## src/rtl/fetch_unit_pkg.sv

```systemverilog
`default_nettype none
// ============================================================================
// Module   : fetch_unit_pkg
// Purpose  : Shared definitions for the instruction-fetch stage: FSM state
//            encodings and the default datapath width / reset PC.
// Ports    : none (package)
// Revision : 1.0 - initial release
// ============================================================================
package fetch_unit_pkg;

    // Fetch FSM state encodings
    localparam logic [1:0] c_st_req  = 2'd0;
    localparam logic [1:0] c_st_wait = 2'd1;
    localparam logic [1:0] c_st_hold = 2'd2;

    // Datapath defaults
    localparam int          c_width_default    = 16;
    localparam logic [15:0] c_reset_pc_default = 16'h3000;

endpackage : fetch_unit_pkg
`default_nettype wire

```

## src/rtl/fetch_unit_pc_register.sv

```systemverilog
`default_nettype none
// ============================================================================
// Module   : pc_register
// Purpose  : WIDTH-bit program counter with synchronous reset to RESET_PC,
//            a load enable (pc_in) and an increment enable. Load wins over
//            increment. Increment wraps modulo 2^WIDTH.
// Ports    : clk      - clock
//            reset    - synchronous active-high reset
//            pc_in    - value to load
//            ld       - load pc_in
//            inc      - increment PC by one
//            pc_out   - current PC
//            pc_next  - value the PC takes at the next edge (reset aside)
// Revision : 1.0 - initial release
// ============================================================================
module pc_register
    import fetch_unit_pkg::*;
#(
    parameter int               WIDTH    = c_width_default,
    parameter logic [WIDTH-1:0] RESET_PC = c_reset_pc_default
) (
    input  logic             clk,
    input  logic             reset,
    input  logic [WIDTH-1:0] pc_in,
    input  logic             ld,
    input  logic             inc,
    output logic [WIDTH-1:0] pc_out,
    output logic [WIDTH-1:0] pc_next
);

    logic [WIDTH-1:0] r_pc;
    logic [WIDTH-1:0] w_pc_next;

    always_comb begin
        w_pc_next = r_pc;
        if (ld) begin
            w_pc_next = pc_in;
        end else if (inc) begin
            w_pc_next = r_pc + WIDTH'(1);
        end
    end

    always_ff @(posedge clk) begin
        if (reset) begin
            r_pc <= RESET_PC;
        end else begin
            r_pc <= w_pc_next;
        end
    end

    assign pc_out  = r_pc;
    assign pc_next = w_pc_next;

endmodule : pc_register
`default_nettype wire

```

## src/rtl/fetch_unit.sv

```systemverilog
`default_nettype none
// ============================================================================
// Module   : fetch_unit
// Purpose  : Instruction-fetch stage around the PC select mux. Owns the PC,
//            runs a req/ready read handshake to instruction memory, latches
//            the fetched word into IR and supports PC redirect at any time,
//            squashing an in-flight fetch when needed.
// Ports    : clk, reset          - clock, synchronous active-high reset
//            pc_in, ld_pc        - redirect target and load strobe
//            pc_out              - current PC (mux next_instruction operand)
//            mem_addr, mem_req   - instruction memory read request
//            mem_ready, mem_rdata- memory accept / returned word
//            ir_out, ir_valid    - instruction register and its valid flag
//            ir_ack              - decode consumes ir_out
// Revision : 1.0 - initial release
// ============================================================================
module fetch_unit
    import fetch_unit_pkg::*;
#(
    parameter int               WIDTH    = c_width_default,
    parameter logic [WIDTH-1:0] RESET_PC = c_reset_pc_default
) (
    input  logic             clk,
    input  logic             reset,
    input  logic [WIDTH-1:0] pc_in,
    input  logic             ld_pc,
    output logic [WIDTH-1:0] pc_out,
    output logic [WIDTH-1:0] mem_addr,
    output logic             mem_req,
    input  logic             mem_ready,
    input  logic [WIDTH-1:0] mem_rdata,
    output logic [WIDTH-1:0] ir_out,
    output logic             ir_valid,
    input  logic             ir_ack
);

    logic [1:0]       r_state;
    logic [1:0]       w_state_next;
    logic             r_squash;
    logic             r_req_en;
    logic [WIDTH-1:0] r_req_addr;
    logic [WIDTH-1:0] r_ir;
    logic             r_ir_valid;

    logic [WIDTH-1:0] w_pc;
    logic [WIDTH-1:0] w_pc_next;
    logic             w_mem_req;
    logic             w_handshake;
    logic             w_capture;
    logic             w_set_squash;
    logic             w_pc_inc;
    logic             w_ir_drop;
    logic             w_req_addr_ld;

    pc_register #(
        .WIDTH    (WIDTH),
        .RESET_PC (RESET_PC)
    ) u_pc_register (
        .clk     (clk),
        .reset   (reset),
        .pc_in   (pc_in),
        .ld      (ld_pc),
        .inc     (w_pc_inc),
        .pc_out  (w_pc),
        .pc_next (w_pc_next)
    );

    // ------------------------------------------------------------------
    // State register
    // ------------------------------------------------------------------
    always_ff @(posedge clk) begin
        if (reset) begin
            r_state <= c_st_req;
        end else begin
            r_state <= w_state_next;
        end
    end

    // ------------------------------------------------------------------
    // Next-state logic
    // ------------------------------------------------------------------
    always_comb begin
        w_state_next = r_state;
        case (r_state)
            c_st_req, c_st_wait: begin
                if (w_handshake) begin
                    // A redirect this cycle or a pending squash throws the
                    // word away and refetches from the (new) PC.
                    w_state_next = (ld_pc || r_squash) ? c_st_req : c_st_hold;
                end else if (w_mem_req) begin
                    w_state_next = c_st_wait;
                end
            end
            c_st_hold: begin
                if (ir_ack || ld_pc) begin
                    w_state_next = c_st_req;
                end
            end
            default: w_state_next = c_st_req;
        endcase
    end

    // ------------------------------------------------------------------
    // Output / control decode
    // ------------------------------------------------------------------
    always_comb begin
        w_mem_req    = 1'b0;
        w_pc_inc     = 1'b0;
        w_ir_drop    = 1'b0;
        case (r_state)
            // r_req_en keeps the request low for the first cycle after reset
            c_st_req, c_st_wait: w_mem_req = r_req_en;
            c_st_hold: begin
                w_pc_inc  = ir_ack;
                w_ir_drop = ir_ack || ld_pc;
            end
            default: w_mem_req = 1'b0;
        endcase
        w_handshake  = w_mem_req && mem_ready;
        w_capture    = w_handshake && !ld_pc && !r_squash;
        // Redirect while a request is still outstanding: the handshake must
        // complete, so remember to discard what comes back.
        w_set_squash = w_mem_req && ld_pc && !mem_ready;
    end

    // Every entry into REQ latches the PC value of that edge as the address.
    assign w_req_addr_ld = (w_state_next == c_st_req);

    // ------------------------------------------------------------------
    // Datapath registers
    // ------------------------------------------------------------------
    always_ff @(posedge clk) begin
        if (reset) begin
            r_squash   <= 1'b0;
            r_req_en   <= 1'b0;
            r_req_addr <= RESET_PC;
            r_ir       <= '0;
            r_ir_valid <= 1'b0;
        end else begin
            r_req_en <= 1'b1;
            if (w_handshake) begin
                r_squash <= 1'b0;
            end else if (w_set_squash) begin
                r_squash <= 1'b1;
            end
            if (w_req_addr_ld) begin
                r_req_addr <= w_pc_next;
            end
            if (w_capture) begin
                r_ir <= mem_rdata;
            end
            if (w_capture) begin
                r_ir_valid <= 1'b1;
            end else if (w_ir_drop) begin
                r_ir_valid <= 1'b0;
            end
        end
    end

    assign pc_out   = w_pc;
    assign mem_addr = r_req_addr;
    assign mem_req  = w_mem_req;
    assign ir_out   = r_ir;
    assign ir_valid = r_ir_valid;

endmodule : fetch_unit
`default_nettype wire

```

## config.mk

```make
export PLATFORM = sky130hd
export DESIGN_NAME = fetch_unit
export DESIGN_NICKNAME = d
export VERILOG_FILES = /design/src/rtl/fetch_unit_pkg.sv /design/src/rtl/fetch_unit_pc_register.sv /design/src/rtl/fetch_unit.sv
export SDC_FILE = /design/constraint.sdc
export NUM_CORES = 1
export LEC_CHECK = 0
export CORE_MARGIN = 2
export CORE_UTILIZATION = 30
export DETAILED_ROUTE_END_ITERATION = 12
export MAX_ROUTING_LAYER = met4
export PLACE_DENSITY = 0.54
export SLEW_MARGIN = 25
export SYNTH_ARGS = -nofsm -noshare
export SYNTH_HDL_FRONTEND = slang
export SYNTH_SLANG_ARGS = --single-unit
```

## constraint.sdc

```tcl
create_clock -name clk -period 4 [get_ports clk]
set_input_delay 0.4 -clock clk [delete_from_list [all_inputs] [get_ports clk]]
set_output_delay 0.4 -clock clk [all_outputs]
set_load 0.05 [all_outputs]
```

**Run 1: metal 1**

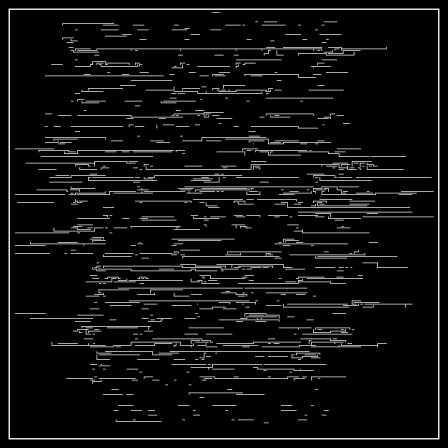
longest straight run: 48.3 µm
main direction: horizontal

**Run 1: metal 2**

Scale bar: 20 µm.
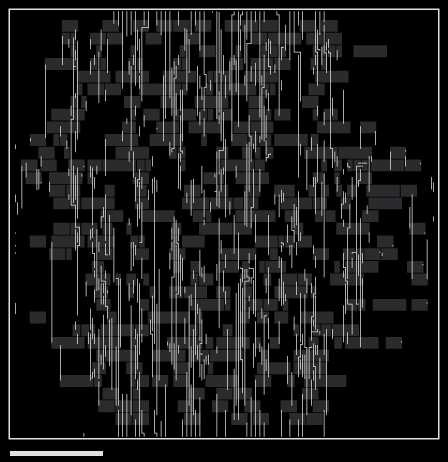
longest straight run: 35.7 µm
main direction: vertical
via count: 2151
WL final: 6.23 mm
met2 Use GR: 25.2%

==> qor.csv, run 1 <==
stage,metric,value,unit
run_status,status,finished clean,
detailed_routing,drt_iter0_markers,67,
worst_setup_path,cp-end-kind,flop,
power,switching_share,31.8,%
cts,post_cts_buffers,0,
die,chipArea,8430,µm²
cells_and_area,area_growth_syn_to_layout,45.4,%
worst_setup_path,cpPeakStageDelay,920,ps
cells_and_area,nFillCells,777,
grt,antenna_found_initial,0,
timing,slew_headroom,53.2,%
detailed_routing,drc_errors,0,
synth,ys_chip_area,2310,µm²
cts,cts_tree,yes,
cts,cts_buffer_depth,2,
timing,worst_slack,1640,ps
detailed_routing,wl_per_cell,13.8,µm
grt,grt_pass1_wl,10.3,mm
cells_and_area,final_nets,388,
cts,cts_inserted_buffers,5,
grt,gr-usage-all-layers,15.7,%
synth,most_common_cell,dfxtp_1,
worst_setup_path,cp_cell_sequence,clkdlybuf4s50_1 -> buf_4 -> nor2_1 -> and4_1 -> a2111oi_0 -> o21ai_0,
timing,hold_ws,457,ps
timing,maxSlewViolCount,0,
power,ir_drop,0.142,mV
worst_setup_path,reg2reg_from,u_pc_register.pc_out[0],
synth,top_area_cell,dfxtp_1,
hold_path,min_to,ir_out[14],
cts,clk_pin_slew_worst_paths,90,ps
worst_setup_path,rrSetupSlack,2050,ps
grt,grt-ovfl-total,0,
cells_and_area,final_cell_mix,"clkdlybuf4s50_1, dfxtp_1, nand2_1, a21oi_1, nor2_1",
synth,yosys.stat.seqShare,45.9,%
synth,avgSynthCellArea,8.60,µm²
die,fp_util,30.4,%
worst_setup_path,r2r_end,mem_addr[13],
worst_setup_path,crit_path_start_kind,input port,
grt,grt_pass1_vias,2073,
timing,fin_skew,6.16,ps
worst_setup_path,crit_fanout,21,
synth,common_cells,"dfxtp_1, nand2_1, a21oi_1, nor2_1",
synth,synth_cell_types,45,
timing,fin_crit,2360,ps
synth,ys_cells,269,
power,p_leak,1.25,nW
job,drv_cap,0,
timing,rsz0062_at_grt,no,
job,warnings,26,
hold_path,whs_path_depth,2,
timing,worst_slew_pin_slew,700,ps
power,p_sw,0.388,mW
placed_design,dp_hpwl,4.48,mm
synth,synth_nets,307,
die,core_area,7610,µm²
worst_setup_path,arrival,2540,ps
placed_design,routabilityCongestion,0.743,
power,pwr-share-seq,48.0,%
synth,synth-edff-count,0,
power,finalPower,1.22,mW
power,power_density,363,nW/µm²
power,clkPwrFrac,27.2,%
worst_setup_path,rr_worst_depth,5,
hold_path,worstHoldStart,ir_out[14],
die,ios,87,
timing,fmax,424,MHz
detailed_routing,first_pass_iters,4,
synth,ys_ff,53,
placed_design,io_buffer_count,86,
cells_and_area,n_antenna_cell,0,
die,die_w,91.8,µm
grt,grt_max_degree,46,
detailed_routing,antenna_left,0,
worst_setup_path,endpoint,mem_addr[13],
synth,top_cell_area_share,45.9,%
synth,flop_cell,dfxtp_1,
cts,cts-htree-levels,2,
cts,root_buffer,clkbuf_8,
worst_setup_path,critPathSlowestCell,clkdlybuf4s50_1,
placed_design,dpl-instance-area,3260,µm²
synth,syn_area,2310,µm²
timing,setup-violations-final,0,
die,die_h,91.8,µm
cts,post_cts_resized,0,
worst_setup_path,crit_required,4180,ps
synth,ys_top_cells_by_area,"dfxtp_1, nand2_1, a21oi_1",
worst_setup_path,critical_path_class,input port to flop,
cts,clkLatencyLatePin,300,ps
worst_setup_path,crit_path_start,ld_pc,
placed_design,pre_cts_ws,1270,ps
timing,finalCritPeriodShare,59.0,%
cells_and_area,layout_top_cell,clkdlybuf4s50_1,
die,placementRows,32,
cts,clock_sink_count,53,
power,p_comb_share,24.7,%
synth,yosys_warnings,0,
timing,tns,0,ps
cells_and_area,drive_above_1_share,6.55,%
synth,synthArstFlopShare,0,%
synth,syn_inst,269,
cells_and_area,stdcell_area,3360,µm²
cts,holdBufCountCts,0,
hold_path,min_path_type,flop to flop,
power,power.internal,0.833,mW
detailed_routing,vias_per_cell,4.75,
timing,hold_viol_final,0,
**Run 1: M3 wires**

Scale bar: 20 µm.
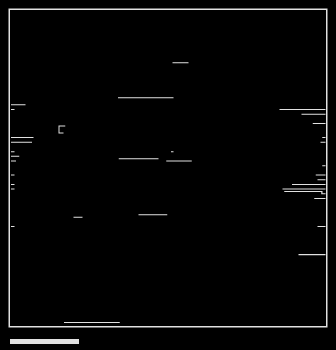
wire length on this layer: 170 µm
share of all routed wire: 2.7%
nets with wire on the layer: 29
main direction: horizontal

run 1: cells by family after synthesis:
logic type / count (synthesis) / share of synthesized area [%]
AND/OR/NAND/NOR: 123 / 27.5
AND-OR/OR-AND: 56 / 16.6
flip-flops: 53 / 45.9
buffers and inverters: 21 / 3.57
XOR/XNOR: 10 / 3.79
multiplexers: 5 / 2.16
adder cells (fa/ha/maj): 1 / 0.541
run 1: power by group through the flow:
stage,Combinational [mW],Clock [mW],Sequential [mW]
after floorplan,0.0859,0,0.696
after global routing,0.322,0.365,0.592
after global placement,0.303,0,0.599
after detailed placement,0.304,0,0.599
final,0.302,0.333,0.586
after CTS,0.305,0.347,0.587
run 1: flip-flops by register name, summed over array words and instances, names as in the netlist:
signal	flops
u_pc_register.pc_out	16
ir_valid	1
r_squash	1
ir_out	16
r_state	2
r_req_en	1
mem_addr	16
run 1: stage by stage:
| stage | instances | util, % |
|---|---|---|
| 6_report | 453 | 44.2 |
| 5_1_grt | 453 | 44.2 |
| 4_1_cts | 453 | 44.2 |
| 3_5_place_dp | 445 | 42.9 |
| 3_3_place_gp | 445 | 42.9 |
| 2_1_floorplan | 269 | - |
run 1: routing by layer:
layer	up-vias	GRT usage (%)	wire length, µm
li1	1098	-	-
met1	1009	20.3	2950
met2	37	25.2	3020
met3	7	2.55	170
met4	0	5.22	89
met5	-	-	0
run 1: critical path: cells and delay by family:
family | cells | cell delay, ps
AOI/OAI and AO/OA | 2 | 620
buffers and inverters | 2 | 1260
and+or+nand+nor | 2 | 250
run 1: final cells by class:
class                   count  area, µm²  share of cell area, %
multi-input cells         195       1170                   34.8
flip-flops and latches     53       1060                   31.5
repair buffers             90        886                   26.3
well taps                 102        128                   3.79
clock buffers               7       96.3                   2.86
inverters                   5       18.8                  0.558
clock inverters             1       5.00                  0.149
==> inputs of run 2 (changes only) <==
- clock period: 4 -> 2.3 ns (I/O delays scaled with it)
==> run 2 against run 1 <==
Against the previous run:
- clock power grew 130%
- largest power group unchanged
- worst hold slack worse by 150 ps
- highest routed layer unchanged
- global-route usage down 0.30 points
- count of clock-buffer cells in the layout down 2
==> qor.csv, run 2 <==
stage,metric,value,unit,change
run_status,status,finished clean,,unchanged
timing,slew_headroom,56.8,%,was 53.2%
grt,antenna_found_initial,0,,unchanged
detailed_routing,first_pass_iters,4,,unchanged
worst_setup_path,cp.depth,2,,was 6
die,die_h,91.8,µm,unchanged
grt,grt_max_degree,39,,was 46
synth,most_common_cell,dfxtp_1,,unchanged
die,chipArea,8430,µm²,unchanged
synth,synthArstFlopShare,0,%,unchanged
power,ir_drop,0.309,mV,was 0.142 mV
die,ios,87,,unchanged
hold_path,worstHoldStart,reset,,was ir_out[14]
timing,fmax,482,MHz,
detailed_routing,antenna_left,0,,unchanged
timing,fin_skew,5.60,ps,was 6.16 ps
die,die_w,91.8,µm,unchanged
cells_and_area,area_growth_syn_to_layout,48.0,%,was 45.4%
cts,clock_sink_count,53,,unchanged
worst_setup_path,endpoint,mem_req,,was mem_addr[13]
cells_and_area,drive_above_1_share,7.08,%,was 6.55%
synth,ys_sh_xor,3.79,%,unchanged
detailed_routing,drc_errors,0,,unchanged
grt,grt_pass1_wl,10.2,mm,was 10.3 mm
detailed_routing,vias_per_cell,4.80,,was 4.75
hold_path,min_to,mem_addr[4],,was ir_out[14]
worst_setup_path,critPathSlowestCell,clkdlybuf4s50_1,,unchanged
cts,clk_pin_slew_worst_paths,100,ps,was 90 ps
detailed_routing,wl_per_cell,13.8,µm,about the same
cts,cts-htree-levels,2,,unchanged
grt,grt-ovfl-total,0,,unchanged
placed_design,io_buffer_count,86,,unchanged
grt,gr-usage-all-layers,15.4,%,was 15.7%
synth,common_cells,"dfxtp_1, nand2_1, a21oi_1, nor2_1",,unchanged
synth,yosys.stat.seqShare,45.9,%,unchanged
die,core_area,7610,µm²,unchanged
placed_design,dp_hpwl,4.53,mm,was 4.48 mm
power,finalPower,2.31,mW,was 1.22 mW
synth,top_area_cell,dfxtp_1,,unchanged
detailed_routing,vias,2185,,was 2151
synth,synth-edff-count,0,,unchanged
synth,ys_sh_adder,0.541,%,unchanged
placed_design,dpl-instance-area,3290,µm²,was 3260 µm²
timing,setup-violations-final,0,,unchanged
placed_design,routabilityCongestion,0.786,,was 0.743
hold_path,whs_path_depth,2,,unchanged
synth,ys_ff,53,,unchanged
synth,ys_cells,269,,unchanged
worst_setup_path,rr_worst_depth,5,,unchanged
cells_and_area,layout_top_cell,clkdlybuf4s50_1,,unchanged
synth,ys_top_cells_by_area,"dfxtp_1, nand2_1, a21oi_1",,unchanged
die,fp_util,30.4,%,unchanged
worst_setup_path,cp-end-kind,output pin,,was flop
worst_setup_path,critical_path_class,flop to output pin,,was input port to flop
timing,maxSlewViolCount,0,,unchanged
job,drv_cap,0,,unchanged
timing,tns,0,ps,unchanged
job,warnings,26,,unchanged
worst_setup_path,path_delay_family,buffers and inverters,,unchanged
worst_setup_path,arrival,1850,ps,was 2540 ps
synth,logic_family,simple AND/OR/NAND/NOR gates,,unchanged
synth,yosys_warnings,0,,unchanged
synth,syn_inst,269,,unchanged
cells_and_area,final_cell_mix,"clkdlybuf4s50_1, dfxtp_1, nand2_1, a21oi_1, nor2_1",,unchanged
hold_path,min_path_type,input port to flop,,was flop to flop
worst_setup_path,crit_fanout,6,,was 21
grt,grt_pass1_vias,1989,,was 2073
cts,cts_buffer_depth,2,,unchanged
cts,cts_tree,yes,,unchanged
synth,top_cell_area_share,45.9,%,unchanged
cells_and_area,n_antenna_cell,0,,unchanged
cts,post_cts_resized,0,,unchanged
timing,rsz0062_at_grt,no,,unchanged
timing,fin_crit,2080,ps,
cts,holdBufCountCts,0,,unchanged
cts,root_buffer,clkbuf_8,,unchanged
power,power_density,673,nW/µm²,was 363 nW/µm²
timing,finalCritPeriodShare,90.2,%,
synth,flop_cell,dfxtp_1,,unchanged
detailed_routing,drt_iter0_markers,75,,was 67
worst_setup_path,crit_path_start_kind,flop,,was input port
timing,hold_viol_final,0,,unchanged
synth,ys_chip_area,2310,µm²,unchanged
worst_setup_path,cpPeakStageDelay,880,ps,was 920 ps
cells_and_area,final_nets,390,,was 388
worst_setup_path,crit_path_start,r_state[1],,was ld_pc
power,p_leak,1.28,nW,was 1.25 nW
synth,avgSynthCellArea,8.60,µm²,unchanged
synth,synth.area.mux_share,2.16,%,unchanged
worst_setup_path,rrSetupSlack,390,ps,was 2050 ps
worst_setup_path,reg2reg_from,u_pc_register.pc_out[0],,unchanged
synth,synth_nets,307,,unchanged
worst_setup_path,r2r_end,mem_addr[13],,unchanged
worst_setup_path,crit_required,2070,ps,was 4180 ps
cts,post_cts_buffers,0,,unchanged
cts,cts_inserted_buffers,5,,unchanged
worst_setup_path,path_buffers,1,,was 2
cts,clkLatencyLatePin,300,ps,about the same
cells_and_area,nFillCells,783,,was 777
timing,worst_slew_pin_slew,648,ps,was 700 ps
die,placementRows,32,,unchanged
worst_setup_path,cp_cell_sequence,nor2b_1 -> clkdlybuf4s50_1,,was clkdlybuf4s50_1 -> buf_4 -> nor2_1 -> and4_1 -> a2111oi_0 -> o21ai_0
synth,syn_area,2310,µm²,unchanged
synth,simple_gate_share,27.5,%,unchanged
synth,synth_cell_types,45,,unchanged
detailed_routing,routed_wirelength,6.29,mm,was 6.23 mm
synth,aoi_share,16.5,%,unchanged
cells_and_area,stdcell_area,3420,µm²,was 3360 µm²
[run 2: cell counts after synthesis]
No cell type changed its count.
[run 2: layer usage]
layer / vias to the layer above / share of wire, % / routed length (µm) / global-route usage [%]
li1: 1108 / - / - / -
met1: 1021 / 49 / 3060 / 21.6
met2: 51 / 47 / 2960 / 23.3
met3: 5 / 3.6 / 225 / 2.38
met4: 0 / 0.70 / 44 / 4.10
met5: - / 0 / 0 / -
[run 2: cell families after synthesis]
group	after synthesis
AND-OR/OR-AND	56
XOR/XNOR	10
adder cells (fa/ha/maj)	1
buffers and inverters	21
flip-flops	53
multiplexers	5
AND/OR/NAND/NOR	123
[run 2: area by class of cell]
type	count	area (µm²)	share of cell area, %
Clock inverter	3	65.1	1.90
Sequential cell	53	1060	31.0
Timing Repair Buffer	92	913	26.7
Inverter	5	18.8	0.548
Clock buffer	5	68.8	2.01
Multi-Input combinational cell	195	1170	34.2
Tap cell	102	128	3.73
[run 2: worst reg2reg max path: stages, from the launching register on]
cell,delay (ps)
dfxtp_1,450
nand4_1,340
nor2_1,270
nor2_1,70
a2111oi_0,520
o21ai_0,140
[run 2: stage by stage]
| step | setup WS [ps] | util [%] | cells | hold WS [ps] |
|---|---|---|---|---|
| after floorplan | 128 | - | 269 | 327 |
| after global placement | 260 | 43.3 | 447 | 444 |
| after detailed placement | 204 | 43.3 | 447 | 450 |
| after CTS | 193 | 45.0 | 455 | 295 |
| after global routing | 99.3 | 45.0 | 455 | 323 |
| final | 225 | 45.0 | 455 | 306 |
[run 2: power by group]
group / leakage [nW] / internal, mW / switching, mW
Sequential: 0.435 / 0.973 / 0.0470
Clock: 0.0681 / 0.433 / 0.319
Combinational: 0.772 / 0.209 / 0.325
**Run 2: zoomed window**

Scale bar: 5 µm. Region (13, 59) to (33, 79) µm. Cells in gray, sequential cells in the stronger gray; small squares are vias.
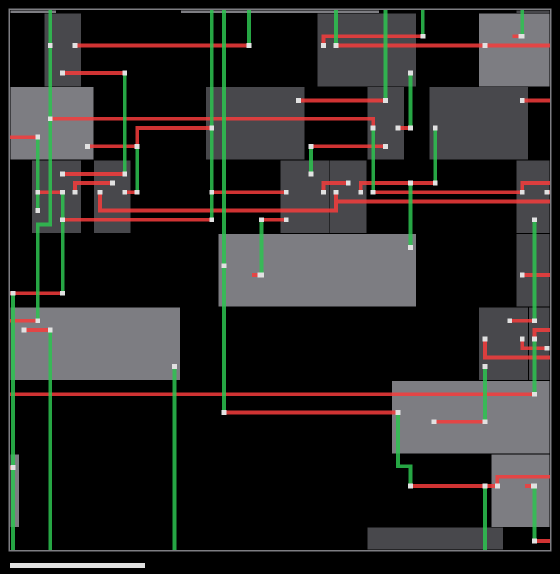
[red] met1
[green] met2
netlist names of flops here include: ir_out (2), mem_addr (1)
cells with their middle in the window: 15
sequential cells in the window: 3
most frequent: nand2_1 (6)

**Run 2: metal 1**

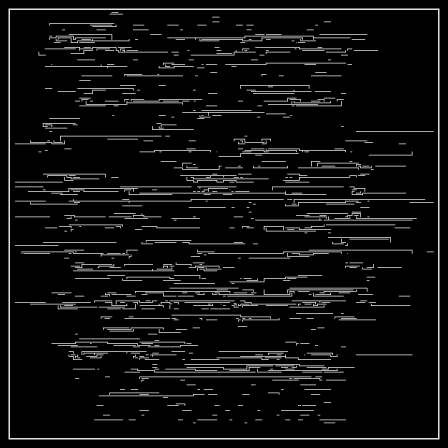
nets with wire on the layer: 354
share of all routed wire: 49%
longest straight run: 36.8 µm
main direction: horizontal
wire length on this layer: 3060 µm

No activity file was given, so power comes from the tool's default toggle rates.
